**Run 1: cell classes on the final placement**

Bar = 20 um.
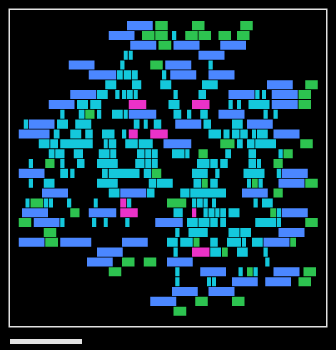
**Run 1: clock network drawn from the DEF**

Bar = 20 um.
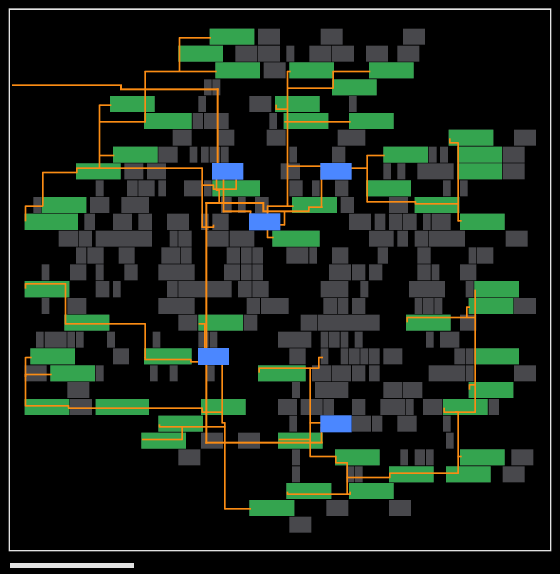
**Run 1: sequential cells grouped by signal name**

Bar = 20 um. Other sequential cells in the stronger gray, the rest of the logic in the fainter gray.
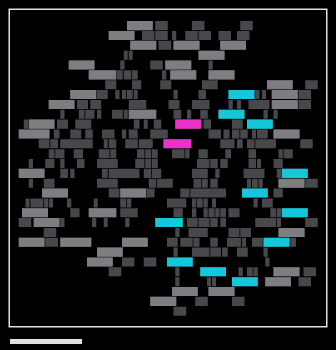
--- config.mk ---
export PLATFORM = sky130hd
export DESIGN_NAME = vid_timing_gen
export DESIGN_NICKNAME = d
export VERILOG_FILES = /design/src/rtl/vid_timing_gen.sv
export SDC_FILE = /design/constraint.sdc
export NUM_CORES = 1
export LEC_CHECK = 0
export CAP_MARGIN = 20
export CORE_MARGIN = 2
export CORE_UTILIZATION = 30
export CTS_BUF_LIST = sky130_fd_sc_hd__clkbuf_8
export CTS_CLUSTER_DIAMETER = 50
export CTS_CLUSTER_SIZE = 10
export DETAILED_ROUTE_END_ITERATION = 16
export GPL_TIMING_DRIVEN = 0
export HOLD_SLACK_MARGIN = 0.15
export PLACE_DENSITY = 0.49
export SETUP_SLACK_MARGIN = 0.05
export SYNTH_ARGS = -nofsm -noshare
export SYNTH_HDL_FRONTEND = slang
export SYNTH_SLANG_ARGS = --single-unit
export TNS_END_PERCENT = 5
--- constraint.sdc ---
create_clock -name clk -period 2.2 [get_ports clk]
set_clock_uncertainty 0.05 [all_clocks]
set_input_delay 0.33 -clock clk [delete_from_list [all_inputs] [get_ports clk]]
set_output_delay 0.33 -clock clk [all_outputs]
set_load 0.02 [all_outputs]
--- src/rtl/vid_timing_gen.sv ---
// Purpose: raster timing generator producing de/x/y, hsync, vsync and frame_done for a
//          programmable active/blank geometry. All outputs are registered and reflect
//          the (hcnt,vcnt) position of the current cycle. Latency: en at an edge -> (0,0) next cycle.
// Backpressure: none. en is sampled only in IDLE and on the last cycle of a frame.
// Ports:
//   clk, rst       rising-edge clock, synchronous active-high reset
//   en             frame request
//   hsync          one-cycle pulse on the last cycle of every line
//   vsync          one-cycle pulse on the first cycle of every frame
//   de, x, y       active-pixel strobe and its column/line (x=y=0 outside active video)
//   busy           high whenever not idle
//   frame_done     one-cycle pulse on the last cycle of every frame
module vid_timing_gen #(
  parameter int ADDR_W   = 11,
  parameter int H_ACTIVE = 640,
  parameter int H_BLANK  = 16,
  parameter int V_ACTIVE = 480,
  parameter int V_BLANK  = 4
) (
  input  logic              clk,
  input  logic              rst,
  input  logic              en,
  output logic              hsync,
  output logic              vsync,
  output logic              de,
  output logic [ADDR_W-1:0] x,
  output logic [ADDR_W-1:0] y,
  output logic              busy,
  output logic              frame_done
);

  localparam int L  = H_ACTIVE + H_BLANK;
  localparam int VT = V_ACTIVE + V_BLANK;

  // Geometry sanity: counters must be able to hold L-1 and VT-1.
  generate
    if (H_ACTIVE < 1 || H_BLANK < 1 || V_ACTIVE < 1 || V_BLANK < 0) begin : g_bad_geometry
      $error("vid_timing_gen: illegal H_ACTIVE/H_BLANK/V_ACTIVE/V_BLANK");
    end
    if ((longint'(L) - 1) > ((longint'(1) << ADDR_W) - 1) ||
        (longint'(VT) - 1) > ((longint'(1) << ADDR_W) - 1)) begin : g_bad_width
      $error("vid_timing_gen: ADDR_W too small for L-1 or VT-1");
    end
  endgenerate

  // Compare constants are all "last index" values so they always fit in ADDR_W,
  // even when V_BLANK=0 makes V_ACTIVE equal to VT.
  localparam logic [ADDR_W-1:0] H_LAST     = ADDR_W'(L - 1);
  localparam logic [ADDR_W-1:0] V_LAST     = ADDR_W'(VT - 1);
  localparam logic [ADDR_W-1:0] H_ACT_LAST = ADDR_W'(H_ACTIVE - 1);
  localparam logic [ADDR_W-1:0] V_ACT_LAST = ADDR_W'(V_ACTIVE - 1);
  localparam logic [ADDR_W-1:0] ONE        = ADDR_W'(1);

  typedef enum logic [1:0] {
    S_IDLE,
    S_ACTIVE,
    S_HBLANK,
    S_VBLANK
  } state_t;

  state_t            state_q, state_d;
  logic [ADDR_W-1:0] hcnt_q, hcnt_d;
  logic [ADDR_W-1:0] vcnt_q, vcnt_d;

  logic              line_end;
  logic              frame_end;

  // Output values for the position about to be entered.
  logic              run_d;
  logic              hsync_d;
  logic              vsync_d;
  logic              de_d;
  logic              frame_done_d;
  logic [ADDR_W-1:0] x_d;
  logic [ADDR_W-1:0] y_d;

  assign line_end  = (hcnt_q == H_LAST);
  assign frame_end = line_end && (vcnt_q == V_LAST);

  // Next-state and next-position logic.
  always_comb begin
    state_d = state_q;
    hcnt_d  = hcnt_q;
    vcnt_d  = vcnt_q;

    unique case (state_q)
      S_IDLE: begin
        hcnt_d = '0;
        vcnt_d = '0;
        if (en) begin
          state_d = S_ACTIVE;
        end
      end

      default: begin
        if (frame_end) begin
          // Back-to-back frames continue with no gap; otherwise park in IDLE.
          hcnt_d  = '0;
          vcnt_d  = '0;
          state_d = en ? S_ACTIVE : S_IDLE;
        end else if (line_end) begin
          hcnt_d = '0;
          vcnt_d = vcnt_q + ONE;
          // vcnt_q < V_ACTIVE-1 is the same as "next line is still active".
          state_d = (vcnt_q < V_ACT_LAST) ? S_ACTIVE : S_VBLANK;
        end else begin
          hcnt_d = hcnt_q + ONE;
          if (state_q == S_ACTIVE && hcnt_q == H_ACT_LAST) begin
            state_d = S_HBLANK;
          end
        end
      end
    endcase
  end

  // Outputs are derived from the next position and registered alongside it,
  // so each output describes the position the counters hold in the same cycle.
  always_comb begin
    run_d        = (state_d != S_IDLE);
    de_d         = (state_d == S_ACTIVE);
    hsync_d      = run_d && (hcnt_d == H_LAST);
    frame_done_d = hsync_d && (vcnt_d == V_LAST);
    vsync_d      = run_d && (hcnt_d == '0) && (vcnt_d == '0);
    x_d          = de_d ? hcnt_d : '0;
    y_d          = de_d ? vcnt_d : '0;
  end

  always_ff @(posedge clk) begin
    if (rst) begin
      state_q    <= S_IDLE;
      hcnt_q     <= '0;
      vcnt_q     <= '0;
      hsync      <= 1'b0;
      vsync      <= 1'b0;
      de         <= 1'b0;
      x          <= '0;
      y          <= '0;
      busy       <= 1'b0;
      frame_done <= 1'b0;
    end else begin
      state_q    <= state_d;
      hcnt_q     <= hcnt_d;
      vcnt_q     <= vcnt_d;
      hsync      <= hsync_d;
      vsync      <= vsync_d;
      de         <= de_d;
      x          <= x_d;
      y          <= y_d;
      busy       <= run_d;
      frame_done <= frame_done_d;
    end
  end

endmodule

==> results.toml, run 1 <==
# implementation run metrics
[outcome]
outcome = "completed"

[finish]
num-nets-final = 273
clock_buffer_count = 5
final_non_clock_buffer_share = 0.151
layout_fillers = 697
buffers = 46

[drt]
met2_length_um = 2340
highest_layer = "met4"
route.antenna.remaining_nets = 0
drt_first_iter_violations = 93

[power]
proportion_of_power_drawn_by_combinational_gates = 0.047
clockPowerShare = 0.344
net-switching-power_mw = 0.358

[grt]
grt_pass1_vias = 1633
antenna_violations_before_repair = 0

[placed_design]
placed_area_um2 = 2470
dpl.cell_count = 333
io_buffers = 29
globalplace.congestion = 0.777

[hold_path]
hold_class = "register to register"
worstHoldPathCells = 2

[setup_path]
reg2reg_from = "hcnt_q[1]"
timing.critical_path.to_type = "register"
startpoint = "hcnt_q[1]"
cpLargestDelayFamily = "simple AND/OR/NAND/NOR gates"
worstPathCellList = "ha_4, and4bb_2, and3_4, buf_6, nand4_1, xor2_2, a41oi_2, nor4_1"
critPathMaxStageDelay_ns = 0.37

[final_timing]
timing_hold_violations_final = 0
rsz0062_at_grt = "true"
final.period_utilization = 0.945
worst-slew-pin-transition_ns = 0.517
timing.final.setup_violations = 0
final.setup.worst_slack_ns = 0.121

[die]
dieWidth_um = 87.3
tapCellCount = 80
die_height_um = 87.3
fp-utilization = 0.308

[cts]
cts_repair_resize_count = 20
tritoncts = "done"
ctsRootBufferMaster = "clkbuf_8"

[synthesis]
yosysWarningCount = 0
common_cells = "51 x dfxtp_1, 51 x nor2_1, 13 x xor2_1, 12 x nand2_1"

[flow_run]
openroad.warnings = 27
## Picture notes: 'cell classes on the final placement'
clock drivers and dummy loads -> magenta  # cells 8, share of their area 3.2%
flip-flops -> blue  # cells 51, share of their area 39%
other buffers and delay cells -> green  # cells 46, share of their area 16%
all other logic -> cyan  # cells 164, share of their area 42%
Layout Cell Area excl Fill: 2720 um^2
Core Rows: 30
area inside the core boundary: 6760 um^2
sequential cell area share: 0.380

## Picture notes: 'clock network drawn from the DEF'
clock wires -> orange  # length 661 um
flip-flops -> green  # count 51
cells driving clock nets -> blue  # count 5
routed clock nets = 6
flops lie = widely spread
insertion delay at the late pin of the worst-skew pair: 0.31 ns
Clk power: 0.529 mW

## Picture notes: 'sequential cells grouped by signal name'
state_q -> magenta  # sequential cells 2
vcnt_q -> cyan  # sequential cells 11
not colored = 38
share of the core filled with cells in the final layout: 0.403
area occupied by registers: 1030 um^2
power dissipated in sequential cells: 0.935 mW

==> run 2: changes to the inputs <==
--- a/config.mk
+++ b/config.mk
@@ -6,7 +6,6 @@
 export NUM_CORES = 1
 export LEC_CHECK = 0
 export CAP_MARGIN = 20
-export CORE_MARGIN = 2
 export CORE_UTILIZATION = 30
 export CTS_BUF_LIST = sky130_fd_sc_hd__clkbuf_8
 export CTS_CLUSTER_DIAMETER = 50
@@ -19,4 +18,4 @@
 export SYNTH_ARGS = -nofsm -noshare
 export SYNTH_HDL_FRONTEND = slang
 export SYNTH_SLANG_ARGS = --single-unit
-export TNS_END_PERCENT = 5
+export TNS_END_PERCENT = 10
**Run 2: sequential cells grouped by signal name**

Bar = 20 um. Other sequential cells in the stronger gray, the rest of the logic in the fainter gray.
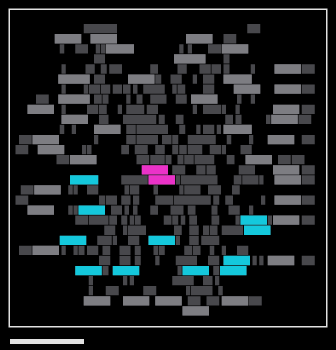
vcnt_q -> cyan  # sequential cells 11
state_q -> magenta  # sequential cells 2
share of the core filled with cells in the final layout: 0.433
area occupied by registers: 1040 um^2
sequential cell area share: 0.367

==> run 2 against run 1 <==
  * Sequential power about the same
  * Setup slack worse by 0.029 ns
  * First-iteration DRC count fell by 9.7%
  * Sequential share of layout area is 1.3 points lower
  * Non-clock buffer count up 5
  * Combinational power grew 6.8%
  * Area after synthesis stayed put
  * Sequential cell count did not move
==> results.toml, run 2 <==
# implementation run metrics
[die]
row_count = 29
die_height_um = 85.3
coreArea_um2 = 6530
tapCellCount = 77
dieWidth_um = 85.3

[power]
net-switching-power_mw = 0.351
clockPowerShare = 0.338
proportion_of_power_drawn_by_combinational_gates = 0.050
power_clock_mw = 0.515
pwr.group.sequential_mw = 0.932

[setup_path]
timing.critical_path.to_type = "register"
worstPathCellList = "ha_4, and4bb_2, and3_4, buf_4, nand4_1, xor2_1, or3_1, nor4_2"
cpLargestDelayFamily = "simple AND/OR/NAND/NOR gates"
reg2reg_from = "hcnt_q[1]"

[placed_design]
placed_area_um2 = 2470
globalplace.congestion = 0.798
dpl.cell_count = 330

[final_timing]
final.period_utilization = 0.958
timing_hold_violations_final = 0
rsz0062_at_grt = "true"
worst-slew-pin-transition_ns = 0.526

[synthesis]
yosysWarningCount = 0
common_cells = "51 x dfxtp_1, 51 x nor2_1, 13 x xor2_1, 12 x nand2_1"

[outcome]
outcome = "completed"

[finish]
final_non_clock_buffer_share = 0.170
final_design_area_no_fill_um2 = 2830
layout_fillers = 673
buffers = 51
clock_buffer_count = 5

[cts]
cts_repair_resize_count = 21

[flow_run]
openroad.warnings = 28

[grt]
grt_pass1_vias = 1633
Power and IR drop assume default switching activity.
